==> images/placement_by_type.png <==
The bar under the picture is 50 µm long.
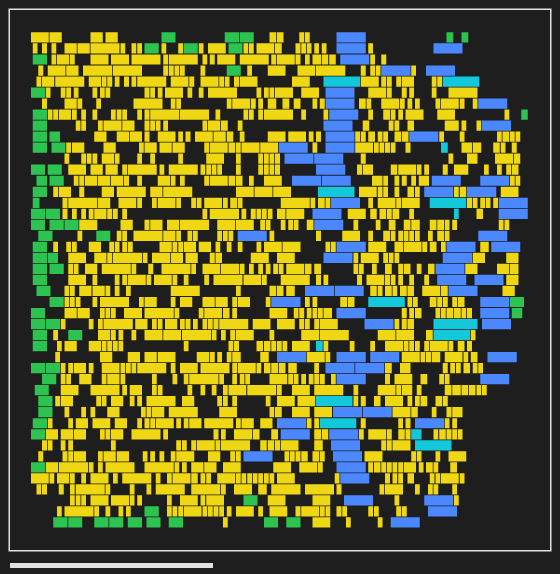
==> images/clocks.png <==
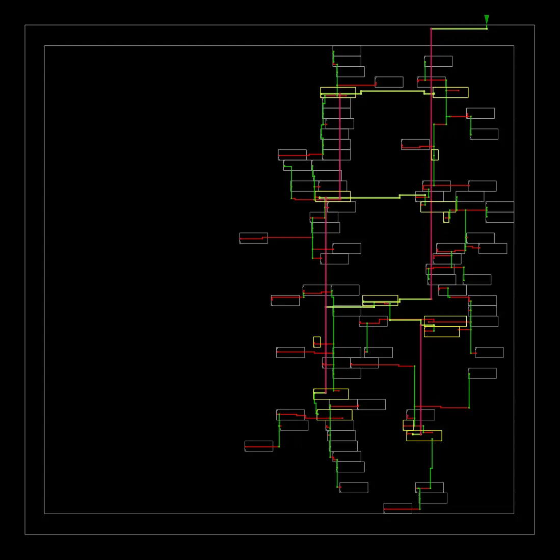
### src/rtl/top_desgin_module.sv
// MinHash similarity estimator: three-stage pipeline that hashes two k-mer sets,
// compares their minima and reports how many of the last four evaluations matched.
module top_desgin_module (
  input  logic            clk,
  input  logic            rstN,
  input  logic [5:0]      randA,
  input  logic [5:0]      randB,
  input  logic [3:0][5:0] kmersSeqOne,
  input  logic [3:0][5:0] kmersSeqTwo,
  output logic [2:0]      jaccardSimilarity
);

  // Full 12-bit product, then the 6-bit sum wraps naturally to give mod 64.
  function automatic logic [5:0] hashKmer(input logic [5:0] a, input logic [5:0] b,
                                          input logic [5:0] x);
    logic [11:0] prod;
    prod = {6'd0, a} * {6'd0, x};
    return prod[5:0] + b;
  endfunction

  function automatic logic [5:0] minOfFour(input logic [3:0][5:0] v);
    logic [5:0] m;
    m = v[0];
    for (int i = 1; i < 4; i++) begin
      if (v[i] < m) m = v[i];
    end
    return m;
  endfunction

  logic [3:0][5:0] hashOne_q, hashOne_d;
  logic [3:0][5:0] hashTwo_q, hashTwo_d;
  logic            valid1_q, valid1_d;
  logic [5:0]      minOne_q, minOne_d;
  logic [5:0]      minTwo_q, minTwo_d;
  logic            valid2_q, valid2_d;
  logic [3:0]      window_q, window_d;
  logic [2:0]      fill_q, fill_d;
  logic [2:0]      similarity_q, similarity_d;
  logic [3:0]      fillMask;

  always_comb begin
    hashOne_d = '0;
    hashTwo_d = '0;
    for (int i = 0; i < 4; i++) begin
      hashOne_d[i] = hashKmer(randA, randB, kmersSeqOne[i]);
      hashTwo_d[i] = hashKmer(randA, randB, kmersSeqTwo[i]);
    end
    valid1_d = 1'b1;

    minOne_d = minOfFour(hashOne_q);
    minTwo_d = minOfFour(hashTwo_q);
    valid2_d = valid1_q;
  end

  // Slots not yet filled since reset are masked so they can never be counted.
  always_comb begin
    window_d = window_q;
    fill_d   = fill_q;
    if (valid2_q) begin
      window_d = {window_q[2:0], (minOne_q == minTwo_q)};
      fill_d   = (fill_q == 3'd4) ? 3'd4 : fill_q + 3'd1;
    end
    fillMask = '0;
    for (int i = 0; i < 4; i++) begin
      fillMask[i] = (3'(i) < fill_d);
    end
    similarity_d = 3'd0;
    for (int i = 0; i < 4; i++) begin
      similarity_d = similarity_d + {2'd0, window_d[i] & fillMask[i]};
    end
  end

  always_ff @(posedge clk) begin
    if (rstN) begin
      hashOne_q    <= '0;
      hashTwo_q    <= '0;
      valid1_q     <= 1'b0;
      minOne_q     <= '0;
      minTwo_q     <= '0;
      valid2_q     <= 1'b0;
      window_q     <= '0;
      fill_q       <= '0;
      similarity_q <= '0;
    end else begin
      hashOne_q    <= hashOne_d;
      hashTwo_q    <= hashTwo_d;
      valid1_q     <= valid1_d;
      minOne_q     <= minOne_d;
      minTwo_q     <= minTwo_d;
      valid2_q     <= valid2_d;
      window_q     <= window_d;
      fill_q       <= fill_d;
      similarity_q <= similarity_d;
    end
  end

  assign jaccardSimilarity = similarity_q;

endmodule

### config.mk
export PLATFORM = sky130hd
export DESIGN_NAME = top_desgin_module
export DESIGN_NICKNAME = d
export VERILOG_FILES = /design/src/rtl/top_desgin_module.sv
export SDC_FILE = /design/constraint.sdc
export NUM_CORES = 1
export LEC_CHECK = 0
export ABC_AREA = 1
export CORE_MARGIN = 5
export CORE_UTILIZATION = 55
export CTS_BUF_LIST = sky130_fd_sc_hd__clkbuf_16
export CTS_CLUSTER_DIAMETER = 200
export DETAILED_ROUTE_END_ITERATION = 10
export PLACE_DENSITY_LB_ADDON = 0.08
export SLEW_MARGIN = 40
export SYNTH_ARGS = -nofsm -noshare
export SYNTH_HDL_FRONTEND = slang
export SYNTH_SLANG_ARGS = --single-unit
### constraint.sdc
create_clock -name clk -period 11.95 [get_ports clk]
set_input_delay 2.39 -clock clk [delete_from_list [all_inputs] [get_ports clk]]
set_output_delay 2.39 -clock clk [all_outputs]
set_load 0.1 [all_outputs]
==> run notes <==
Status of the implementation.

- The flow ran to the end, and the final reports show no timing, DRC or antenna violations.
- The library cell occupying the most area in the post-synthesis netlist is ha_1, for reference.
- The cell type taking the most area is combinational gates, for reference.
- Routing resource usage on met1 recorded by global route was 28.3%.
- For reference, simple AND, OR, NAND and NOR cells occupy 18.5% of the area reported after synthesis.
- The endpoint of the worst hold path is reported as valid2_q.
- The highest metal layer with signal wires is met4, for reference.
- Routing resource usage on met3 recorded by global route was 2.45%.
- The timing endpoint of the critical path is hashOne_q[23], for reference.
- Of all flip-flops after synthesis, the portion carrying an async set or reset was 0%.
- STA classifies the critical path startpoint as an input port.
- Derived from the worst setup path, the maximum achievable clock frequency is 0.161 GHz.
- In this run the core area contains 45 standard-cell rows.
- The global routing stage identified its most utilized layer as met2.
- The final timing report derives a shortest allowable period of 6.22 ns.
- In this run, distinct cell masters in the synthesized netlist total 28.
- At the floorplan stage, the core utilization is reported as 55.6%.
- The main area contributors are ha_1, dfxtp_1, fa_1.
- nand2_1 is the most common cell in the netlist.
- Once detail routing completed, the nets flagged for antenna violations numbered 0.
- The endpoint identified for the worst register-to-register timing path is minTwo_q[4].
- The final timing report lists a hold violation count of 0.
- The finished cells cover 0.00937 mm².
- The instance count on the critical path is 15, for reference.
- In this run the most critical hold path is launched from valid1_q.
- Yosys shows that the main logic family after synthesis is adder cells.
- The total overflow left after global routing is 0.
- In the finished design the tool counted flip-flops and latches totalling 72.
- The die outline width is 133 µm, for reference.
- The number of iterations in the first detailed-routing pass is 4, for reference.
- Total power normalized to cell area comes to 193 mW/mm².
- The startpoint of the worst-slack reg-to-reg timing path is hashTwo_q[5], for reference.
- After Yosys synthesis, XOR and XNOR cells account for 10.1% of the synthesized area.
- Of the cells placed in the final design, the portion with a size suffix greater than 1 is 2.50%.
- The most numerous logic cell after layout is nand2_1, for reference.
- The synthesis report lists the Yosys warning total as 0.
- Per the log, the first TritonRoute iteration ended with a DRC count of 339.
- Yosys reports the multiplexer fraction of the synthesized area as 0.240%.
- The maximum clock insertion buffer count is 2, for reference.
- The met1 wire length is 8530 µm, for reference.
- The buffer-and-inverter tally for the worst setup path is 4, for reference.
- According to the hold report, the worst path is of the flip-flop to flip-flop type.
- The fraction of cell area in non-clock buffers is 6.84%, for reference.
- The first global-routing pass estimated 28800 µm of wire.
- In the global route stage, overall resource usage came out at 19.3%.
- In the final layout, the registers with the most flip-flops are hashOne_q (24), hashTwo_q (24).
- The largest net degree at the start of global routing is 49, for reference.
- The average detailed-routed wire length per instance is 11.6 µm, for reference.
- Along the worst path, the maximum fanout reaches 16.
- The flip-flop and latch share of the layout cell area is 15.4%, for reference.
- The area fraction in compound gates is 6.21%, for reference.
- The biggest cell delay along the critical path is 0.90 ns, for reference.
- The maximum ir drop on the vdd rail is 0.000120 V, for reference.
- The cell area that synthesis handed to floorplanning was 0.00836 mm².
- The critical path is of the input port to flip-flop type.
- The number of cells reported by Yosys stat comes to 1151.
- The commonest cells after synthesis are nand2_1, inv_1, ha_1.
- The setup slack on the worst flop-to-flop path is 7.67 ns, for reference.
- The total design power is 1.81 mW, for reference.
- Tracing the worst setup path back leads to its startpoint at randA[4].
- During I/O placement, the number of pins put on the boundary was 65.
- The count of non-filler cells in the finished layout is 1386, for reference.
- The worst-case max-slew headroom was logged as 51.5%.
- By instance count after routing, the leading logic cell types are nand2_1, inv_1, ha_1.
- The chip area from the yosys synthesis statistics is 0.00836 mm², for reference.
- The leakage power of the design is 5.28 nW, for reference.
- The instance area after placement is 0.00909 mm², for reference.
- Looking at the cell usage after synthesis, the top flip-flop cell is dfxtp_1.
- The total placed cells including tap cells is 1372, for reference.
- After floorplanning, the die was sized to cover 0.0178 mm².
- The synthesis-to-finish area growth is 12.1%, for reference.
- The detailed route wirelength on metal3 is 459 µm, for reference.
- Per the CTS log, the root buffer master is clkbuf_16.
- The worst setup path is captured at a flip-flop.
- Detailed routing inserted a total of 6485 vias.
- The met2 routing resource usage after global routing is 29.9%, for reference.
- STA puts the critical path data required time at 12.16 ns.
- The count of multi-input gates is 788, for reference.
- The report counts max-capacitance violations totalling 0.
- In this run the vertical extent of the chip is 133 µm.
- The number of buffers inserted by post-CTS setup repair is 0, for reference.
- The well-tap cell count is 188, for reference.
- After its last routability iteration, the placer logged a weighted congestion of 0.786.
- Using the TritonRoute via totals, the vias-per-cell ratio works out to 4.68.
- The number of non-clock inverters in the layout is 257, for reference.
- Counting flops with a built-in enable in the synthesized netlist gives 0.
About placement_by_type.png:
legend:
  blue:
    class: sequential cells
    cells: 72
    share_of_their_area: 16%
  cyan:
    class: clock drivers and dummy loads
    cells: 14
    share_of_their_area: 3.0%
  green:
    class: remaining buffers and delay cells
    cells: 67
    share_of_their_area: 7.0%
  yellow:
    class: combinational and other logic
    cells: 1045
    share_of_their_area: 74%

About clocks.png:
Layout clock buffers: 9
number of sinks driven by the clock tree: 72
Setup Skew: 0.00402 ns
total CTS buffers: 9
clock latency of the later-clocked register in the worst-skew pair: 0.33 ns

==> where the power goes <==
group | leakage, nW | internal [mW] | switching [mW]
clock network | 0.138 | 0.157 | 0.0949
logic | 4.55 | 0.488 | 0.735
registers | 0.598 | 0.304 | 0.0289
total | 5.28 | 0.949 | 0.859
==> per-stage QoR <==
| stage | hold slack (ns) | setup WS (ns) | util, % |
|---|---|---|---|
| after floorplan | 0.388 | 5.88 | - |
| after global placement | 0.391 | 5.24 | 60.5 |
| after detailed placement | 0.397 | 5.17 | 60.5 |
| after CTS | 0.404 | 5.52 | 62.3 |
| after global routing | 0.413 | 5.52 | 62.3 |
| final | 0.401 | 5.73 | 62.3 |
Power and IR drop assume default switching activity.
